**config.mk**
```make
export PLATFORM = sky130hd
export DESIGN_NAME = seq_pingpong_loader
export DESIGN_NICKNAME = d
export VERILOG_FILES = /design/src/rtl/seq_pingpong_loader_pkg.sv /design/src/rtl/seq_pingpong_loader_seq_bank.sv /design/src/rtl/seq_pingpong_loader.sv
export SDC_FILE = /design/constraint.sdc
export NUM_CORES = 1
export LEC_CHECK = 0
export CORE_AREA = 2 2 206 208
export CTS_CLUSTER_SIZE = 30
export DETAILED_ROUTE_END_ITERATION = 12
export DIE_AREA = 0 0 208 210
export GPL_TIMING_DRIVEN = 0
export PLACE_DENSITY_LB_ADDON = 0.25
export SLEW_MARGIN = 20
export SYNTH_ARGS = -nofsm -noshare
export SYNTH_HDL_FRONTEND = slang
export SYNTH_SLANG_ARGS = --single-unit
```
**constraint.sdc**
```tcl
create_clock -name clk -period 3.11 [get_ports clk]
set_clock_uncertainty 0.2 [all_clocks]
set_input_delay 0.622 -clock clk [delete_from_list [all_inputs] [get_ports clk]]
set_output_delay 0.622 -clock clk [all_outputs]
set_load 0.05 [all_outputs]
```
**src/rtl/seq_pingpong_loader_pkg.sv**
```systemverilog
// Shared constants, state type and small helpers for the ping-pong sequence
// loader. Every file of the block imports this package, so the letter width,
// the beat width and the maximum sequence length are set in one place.
package seq_pingpong_loader_pkg;

  localparam int LETTER_WIDTH     = 2;
  localparam int LETTERS_PER_BEAT = 4;
  localparam int MAX_SEQ_LEN      = 32;
  localparam int LEN_W            = $clog2(MAX_SEQ_LEN + 1);
  localparam int MAX_BEATS        = MAX_SEQ_LEN / LETTERS_PER_BEAT;
  localparam int BEAT_CNT_W       = (MAX_BEATS > 1) ? $clog2(MAX_BEATS) : 1;
  localparam int LETTER_IDX_W     = $clog2(MAX_SEQ_LEN);
  localparam int BEAT_W           = LETTERS_PER_BEAT * LETTER_WIDTH;
  localparam int SEQ_W            = MAX_SEQ_LEN * LETTER_WIDTH;

  typedef enum logic [0:0] {
    IDLE = 1'b0,
    LOAD = 1'b1
  } loader_state_t;

  // A length is usable when it names at least one letter and fits the arrays.
  function automatic logic len_legal(input logic [LEN_W-1:0] len);
    return (len != '0) && (int'(len) <= MAX_SEQ_LEN);
  endfunction

  // Index of the last beat of a job: ceil(max(q,d)/LPB) - 1.
  // Only called with legal lengths, so longest is never zero.
  function automatic logic [BEAT_CNT_W-1:0] last_beat_idx(
    input logic [LEN_W-1:0] q_len,
    input logic [LEN_W-1:0] d_len
  );
    int longest;
    longest = (q_len > d_len) ? int'(q_len) : int'(d_len);
    return BEAT_CNT_W'((longest - 1) / LETTERS_PER_BEAT);
  endfunction

endpackage

```
**src/rtl/seq_pingpong_loader_seq_bank.sv**
```systemverilog
// One storage bank of the ping-pong loader: query and database letter arrays,
// both lengths and the "holds a complete job" flag.
//
// Ports
//   clk, rst            clock, synchronous active-high reset
//   start_i             new job claims this bank: latch lengths, clear arrays
//   query_len_i         query length to latch on start_i
//   database_len_i      database length to latch on start_i
//   wr_en_i             write one beat of letters at beat_idx_i
//   beat_idx_i          beat number within the job
//   query_beat_i        query letters of the beat, letter 0 in LSBs
//   database_beat_i     database letters of the beat, letter 0 in LSBs
//   set_full_i          final beat written; job is complete
//   release_i           consumer done with this bank
//   full_o              bank holds a complete job
//   query_seq_o         stored query letters, index i = letter i
//   database_seq_o      stored database letters
//   query_len_o         stored query length
//   database_len_o      stored database length
module seq_bank
  import seq_pingpong_loader_pkg::*;
(
  input  logic                  clk,
  input  logic                  rst,
  input  logic                  start_i,
  input  logic [LEN_W-1:0]      query_len_i,
  input  logic [LEN_W-1:0]      database_len_i,
  input  logic                  wr_en_i,
  input  logic [BEAT_CNT_W-1:0] beat_idx_i,
  input  logic [BEAT_W-1:0]     query_beat_i,
  input  logic [BEAT_W-1:0]     database_beat_i,
  input  logic                  set_full_i,
  input  logic                  release_i,
  output logic                  full_o,
  output logic [SEQ_W-1:0]      query_seq_o,
  output logic [SEQ_W-1:0]      database_seq_o,
  output logic [LEN_W-1:0]      query_len_o,
  output logic [LEN_W-1:0]      database_len_o
);

  logic [MAX_SEQ_LEN-1:0][LETTER_WIDTH-1:0] query_seq_q, query_seq_d;
  logic [MAX_SEQ_LEN-1:0][LETTER_WIDTH-1:0] database_seq_q, database_seq_d;
  logic [LEN_W-1:0]                         query_len_q, query_len_d;
  logic [LEN_W-1:0]                         database_len_q, database_len_d;
  logic                                     full_q, full_d;
  logic [LETTER_IDX_W-1:0]                  letter_idx;

  always_comb begin
    query_seq_d    = query_seq_q;
    database_seq_d = database_seq_q;
    query_len_d    = query_len_q;
    database_len_d = database_len_q;
    full_d         = full_q;
    letter_idx     = '0;

    // Clearing on start means letters beyond the last beat never carry a
    // previous job's data into the new one.
    if (start_i) begin
      query_seq_d    = '0;
      database_seq_d = '0;
      query_len_d    = query_len_i;
      database_len_d = database_len_i;
    end else if (wr_en_i) begin
      for (int j = 0; j < LETTERS_PER_BEAT; j++) begin
        letter_idx = IDX_BASE(beat_idx_i) + LETTER_IDX_W'(j);
        // The shorter lane pads with zeros; each lane is masked by its own length.
        if (LEN_W'(letter_idx) < query_len_q) begin
          query_seq_d[letter_idx] = query_beat_i[j*LETTER_WIDTH +: LETTER_WIDTH];
        end else begin
          query_seq_d[letter_idx] = '0;
        end
        if (LEN_W'(letter_idx) < database_len_q) begin
          database_seq_d[letter_idx] = database_beat_i[j*LETTER_WIDTH +: LETTER_WIDTH];
        end else begin
          database_seq_d[letter_idx] = '0;
        end
      end
    end

    if (set_full_i) begin
      full_d = 1'b1;
    end else if (release_i) begin
      full_d = 1'b0;
    end
  end

  function automatic logic [LETTER_IDX_W-1:0] IDX_BASE(input logic [BEAT_CNT_W-1:0] beat);
    return LETTER_IDX_W'(beat) * LETTER_IDX_W'(LETTERS_PER_BEAT);
  endfunction

  always_ff @(posedge clk) begin
    if (rst) begin
      query_seq_q    <= '0;
      database_seq_q <= '0;
      query_len_q    <= '0;
      database_len_q <= '0;
      full_q         <= 1'b0;
    end else begin
      query_seq_q    <= query_seq_d;
      database_seq_q <= database_seq_d;
      query_len_q    <= query_len_d;
      database_len_q <= database_len_d;
      full_q         <= full_d;
    end
  end

  assign full_o         = full_q;
  assign query_seq_o    = query_seq_q;
  assign database_seq_o = database_seq_q;
  assign query_len_o    = query_len_q;
  assign database_len_o = database_len_q;

endmodule

```
**src/rtl/seq_pingpong_loader.sv**
```systemverilog
// Double-buffered loader for query/database letter sequences. Accepts a job
// request with both lengths, then unpacks handshaked multi-letter beats into
// one of two banks while the other bank is presented to the consumer.
//
// state | meaning
// IDLE  | waiting for a job request; accepts one when a bank is free
// LOAD  | receiving beats into bank wr_bank until the final beat
//
// Ports
//   clk, rst            clock, synchronous active-high reset
//   load_start          job request pulse, samples query_len/database_len
//   query_len           query letter count, 1..MAX_SEQ_LEN
//   database_len        database letter count, 1..MAX_SEQ_LEN
//   load_ready          a job request is accepted this cycle
//   len_err             one-cycle pulse after a request with an illegal length
//   in_valid, in_ready  beat handshake
//   query_in            query letters of a beat, letter 0 in LSBs
//   database_in         database letters of a beat, letter 0 in LSBs
//   job_valid           the presented bank holds a complete job
//   job_release         consumer finished with the presented job
//   query_seq_out       presented query letters, index i = letter i
//   database_seq_out    presented database letters
//   query_len_out       presented query length
//   database_len_out    presented database length
module seq_pingpong_loader
  import seq_pingpong_loader_pkg::*;
(
  input  logic               clk,
  input  logic               rst,
  input  logic               load_start,
  input  logic [LEN_W-1:0]   query_len,
  input  logic [LEN_W-1:0]   database_len,
  output logic               load_ready,
  output logic               len_err,
  input  logic               in_valid,
  output logic               in_ready,
  input  logic [BEAT_W-1:0]  query_in,
  input  logic [BEAT_W-1:0]  database_in,
  output logic               job_valid,
  input  logic               job_release,
  output logic [SEQ_W-1:0]   query_seq_out,
  output logic [SEQ_W-1:0]   database_seq_out,
  output logic [LEN_W-1:0]   query_len_out,
  output logic [LEN_W-1:0]   database_len_out
);

  loader_state_t         state_q, state_d;
  logic                  wr_bank_q, wr_bank_d;
  logic                  rd_bank_q, rd_bank_d;
  logic [1:0]            full_cnt_q, full_cnt_d;
  logic [BEAT_CNT_W-1:0] beat_cnt_q, beat_cnt_d;
  logic [BEAT_CNT_W-1:0] last_beat_q, last_beat_d;
  logic                  len_err_q, len_err_d;

  logic                  lens_ok;
  logic                  accept;
  logic                  reject;
  logic                  beat_fire;
  logic                  final_beat;
  logic                  release_fire;

  logic [1:0]            bank_full;
  logic [SEQ_W-1:0]      bank_qseq [2];
  logic [SEQ_W-1:0]      bank_dseq [2];
  logic [LEN_W-1:0]      bank_qlen [2];
  logic [LEN_W-1:0]      bank_dlen [2];

  assign load_ready   = (state_q == IDLE) && (full_cnt_q < 2'd2);
  assign in_ready     = (state_q == LOAD);
  assign lens_ok      = len_legal(query_len) && len_legal(database_len);
  assign accept       = load_start && load_ready && lens_ok;
  assign reject       = load_start && load_ready && !lens_ok;
  assign beat_fire    = in_valid && in_ready;
  assign final_beat   = beat_fire && (beat_cnt_q == last_beat_q);
  assign job_valid    = bank_full[rd_bank_q];
  assign release_fire = job_release && job_valid;

  always_comb begin
    state_d     = state_q;
    wr_bank_d   = wr_bank_q;
    beat_cnt_d  = beat_cnt_q;
    last_beat_d = last_beat_q;
    len_err_d   = reject;

    case (state_q)
      IDLE: begin
        if (accept) begin
          state_d     = LOAD;
          beat_cnt_d  = '0;
          last_beat_d = last_beat_idx(query_len, database_len);
        end
      end
      LOAD: begin
        if (final_beat) begin
          state_d   = IDLE;
          wr_bank_d = ~wr_bank_q;
        end else if (beat_fire) begin
          beat_cnt_d = beat_cnt_q + 1'b1;
        end
      end
      default: state_d = IDLE;
    endcase

    rd_bank_d = release_fire ? ~rd_bank_q : rd_bank_q;

    // A completion and a release in the same cycle cancel out.
    case ({final_beat, release_fire})
      2'b10:   full_cnt_d = full_cnt_q + 2'd1;
      2'b01:   full_cnt_d = full_cnt_q - 2'd1;
      default: full_cnt_d = full_cnt_q;
    endcase
  end

  always_ff @(posedge clk) begin
    if (rst) begin
      state_q     <= IDLE;
      wr_bank_q   <= 1'b0;
      rd_bank_q   <= 1'b0;
      full_cnt_q  <= 2'd0;
      beat_cnt_q  <= '0;
      last_beat_q <= '0;
      len_err_q   <= 1'b0;
    end else begin
      state_q     <= state_d;
      wr_bank_q   <= wr_bank_d;
      rd_bank_q   <= rd_bank_d;
      full_cnt_q  <= full_cnt_d;
      beat_cnt_q  <= beat_cnt_d;
      last_beat_q <= last_beat_d;
      len_err_q   <= len_err_d;
    end
  end

  for (genvar b = 0; b < 2; b++) begin : g_bank
    seq_bank u_bank (
      .clk             (clk),
      .rst             (rst),
      .start_i         (accept && (wr_bank_q == 1'(b))),
      .query_len_i     (query_len),
      .database_len_i  (database_len),
      .wr_en_i         (beat_fire && (wr_bank_q == 1'(b))),
      .beat_idx_i      (beat_cnt_q),
      .query_beat_i    (query_in),
      .database_beat_i (database_in),
      .set_full_i      (final_beat && (wr_bank_q == 1'(b))),
      .release_i       (release_fire && (rd_bank_q == 1'(b))),
      .full_o          (bank_full[b]),
      .query_seq_o     (bank_qseq[b]),
      .database_seq_o  (bank_dseq[b]),
      .query_len_o     (bank_qlen[b]),
      .database_len_o  (bank_dlen[b])
    );
  end

  assign len_err          = len_err_q;
  assign query_seq_out    = bank_qseq[rd_bank_q];
  assign database_seq_out = bank_dseq[rd_bank_q];
  assign query_len_out    = bank_qlen[rd_bank_q];
  assign database_len_out = bank_dlen[rd_bank_q];

endmodule

```
==> images/m3.png <==
Scale: 2 px per um.
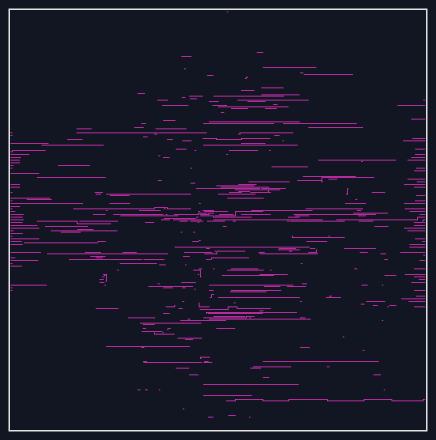
longest straight run = 67.2 um
wire length on this layer = 3960 um
main direction = horizontal
WL final: 56.2 mm
vias: 13.3k
GR Layer Usage met3: 0.0431

==> images/sizing.png <==
Scale: 2 px per um.
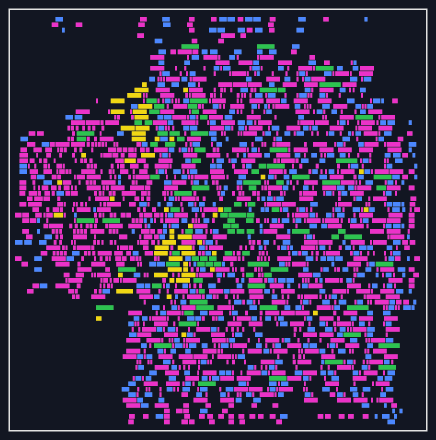
x3 and x4 -> yellow  # cells 53
x1 and smaller -> magenta  # cells 1296
x2 -> blue  # cells 488
x6 and larger -> green  # cells 97

==> ci_impl_report.md <==
### Yosys + OpenROAD results

| Metric | Value |
|---|---|
| Worst Tran Pin Value | `888 ps` |
| Max-slew headroom | `0.408` |
| Tot GR Track Use | `0.249` |
| GR Util met2 | `0.394` |
| GP Congestion | `0.891` |
| Yosys cell count | `1665` |
| Hold path cells | `2` |
| Int Pwr | `0.00672 W` |
| Final cycle utilization of the critical path | `0.997` |
| Mapped Cells | `1665` |
| Seq cells post-synth | `294` |
| Post-Place Setup Slack | `-1130 ps` |
| Log Warnings | `30` |
| Antenna Nets Post-Route | `0` |
| CP Launch Type | `flop` |
| Clk pwr share | `0.493` |
| Max-cap viol count | `0` |
| Antenna violations before repair | `6` |
| WL/cell | `22.7 um` |
| Synthesized area | `0.0143 sq mm` |
| Total design power | `0.00899 W` |
| Residual DRC | `0` |
| Critical path's top delay family | `buffers and inverters` |
| IO Pins | `177` |
| Seq. pwr | `0.00379 W` |
| Power density over the cells | `484 mW/mm^2` |
| Cts hold-fix bufs | `0` |
| Critical-path top delay cell | `dfxtp_4` |
| Hold WS | `257 ps` |
| CP Depth | `4` |
| Crit Path Max Fanout | `10` |
| GRT Max-Usage Layer | `met2` |
| Clock-pin slew on the worst setup and hold paths | `60 ps` |
| Switching Share | `0.253` |
| Syn avg cell area | `8.59 sq um` |
| Crit path cell chain | `clkbuf_8 -> clkbuf_4 -> mux2_2 -> clkdlybuf4s15_2` |
| Post-synth EDFFs | `0` |
| Critical Path End Type | `output pin` |
| Rows | `75` |
| Init Core Util | `0.345` |
| Crit path kind | `reg -> out` |
| Vias per cell | `5.37` |
| Min-Delay Startpoint | `g_bank[0].u_bank.query_seq_o[8]` |
| Die area | `0.0437 sq mm` |
| Placed cell areas | `0.0172 sq mm` |
| PnR worst setup slack | `8.33 ps` |
| Dominant synthesized flop cell | `dfxtp_1` |
| H-tree Lvls | `2` |
| Final min period | `3100 ps` |
| FF-to-FF path depth | `10` |
| Clock group | `0.00443 W` |
| Vias in the first global route | `12.8k` |
| Setup tns final | `0 ps` |
| Setup violators final | `0` |
| Die W | `208 um` |
| Drt first-iter violations | `868` |
| WL met1 | `23.9 mm` |
| Sequential power share | `0.422` |
| Crit-path max cell delay | `450 ps` |
| Buf/Inv on CP | `3` |
| Mapped Nets | `1724` |
| R2r setup slk | `60 ps` |
| Final hold vios | `0` |
| Sequential share of the synthesized area | `0.412` |
| First-pass GRT wire length | `82.1 mm` |
| Synth Warn # | `0` |
| First-pass DRT Iterations | `5` |
| Core Region | `0.0415 sq mm` |
| Clock tree buffer depth | `3` |
| FF-to-FF Start | `beat_cnt_q[0]` |
| CTS Buf Count | `35` |
| Post-CTS sizing | `266` |
| CTS sink cnt | `294` |
| Hold Path End | `g_bank[0].u_bank.query_seq_o[8]` |
| Sw Pwr | `0.00227 W` |
| M1 GR Usage | `0.326` |
| Max Slew Vio Count | `0` |
| P_leak | `6.58 nW` |
| Critical path arrival | `2280 ps` |
| Max frequency | `322 MHz` |
| Combinational share of power | `0.086` |
| Final nets | `1967` |
| Worst r2r dst | `g_bank[0].u_bank.database_seq_o[62]` |
| Reg area | `0.00589 sq mm` |
| Root Driver | `clkbuf_16` |
| Routed length on met3 | `3.96 mm` |
| Chip Area, Yosys | `0.0143 sq mm` |
| Number of port buffers | `172` |
| # fillers | `4182` |
| Leading power group | `clock` |
| Run status | `finished, final reports clean` |
| Comb. pwr | `0.000771 W` |
| Post-CTS setup repair buffer count | `1` |
| Die H | `210 um` |
| Total grt overflow | `0` |
| Combinational Area | `0.00798 sq mm` |
| CP startpoint | `rd_bank_q` |
metrics by stage:
step,cells,utilization
3_3_place_gp,2376,0.402
4_1_cts,2459,0.446
2_1_floorplan,1665,-
5_1_grt,2474,0.448
3_5_place_dp,2396,0.415
6_report,2475,0.448
area by class of cell:
cell class | instances | share of cell area
clock buffer | 47 | 0.0545
clock inverter | 16 | 0.0122
multi-input combinational | 1214 | 0.430
sequential | 294 | 0.317
inverter | 42 | 0.00890
buffer | 114 | 0.0376
antenna | 2 | 0.000270
timing repair buffer | 207 | 0.103
tap | 539 | 0.0363
layout by cell type, fill, tap and decap left out, types with 7 or more instances in the layout:
cell type	n
dfxtp_1	293
dlygate4sd2_1	78
clkbuf_8	9
clkbuf_1	52
inv_1	40
o21ai_0	39
nand2_1	483
nand3_1	97
a211oi_4	23
clkdlybuf4s50_1	30
nor2_1	21
nor2b_1	7
ha_1	26
mux2_2	135
clkbuf_2	46
clkbuf_16	36
buf_4	18
buf_6	38
clkdlybuf4s15_2	36
nor2_2	8
a21o_1	11
xnor2_1	8
a21oi_1	54
nor3_1	8
a21oi_2	240
clkinv_2	7
kinds of logic (layout without fill, tap and decap cells):
family,Yosys count,count (layout),synth area share
buffers and inverters,157,426,0.0554
xor gates and xnor gates,11,11,0.00674
and+or+nand+nor,653,653,0.189
DFF,294,294,0.412
AOI/OAI and AO/OA,389,389,0.208
adders and majority gates,26,26,0.0228
other,0,2,0
muxes,135,135,0.106
cell usage after synthesis (11+ instances only):
cell type    n  area, sq um
a21oi_2    240         2100
a21o_1      11         82.6
nor2_1      29          109
inv_1       40          150
nand3_1     97          485
nor3_1      12         60.1
mux2_2     135         1520
a211oi_1    24          180
o21ai_0     40          200
a21oi_1     54          270
buf_6       25          282
dfxtp_1    294         5890
clkbuf_1    79          297
ha_1        26          325
nand2_1    483         1810
Power and IR drop assume default switching activity.
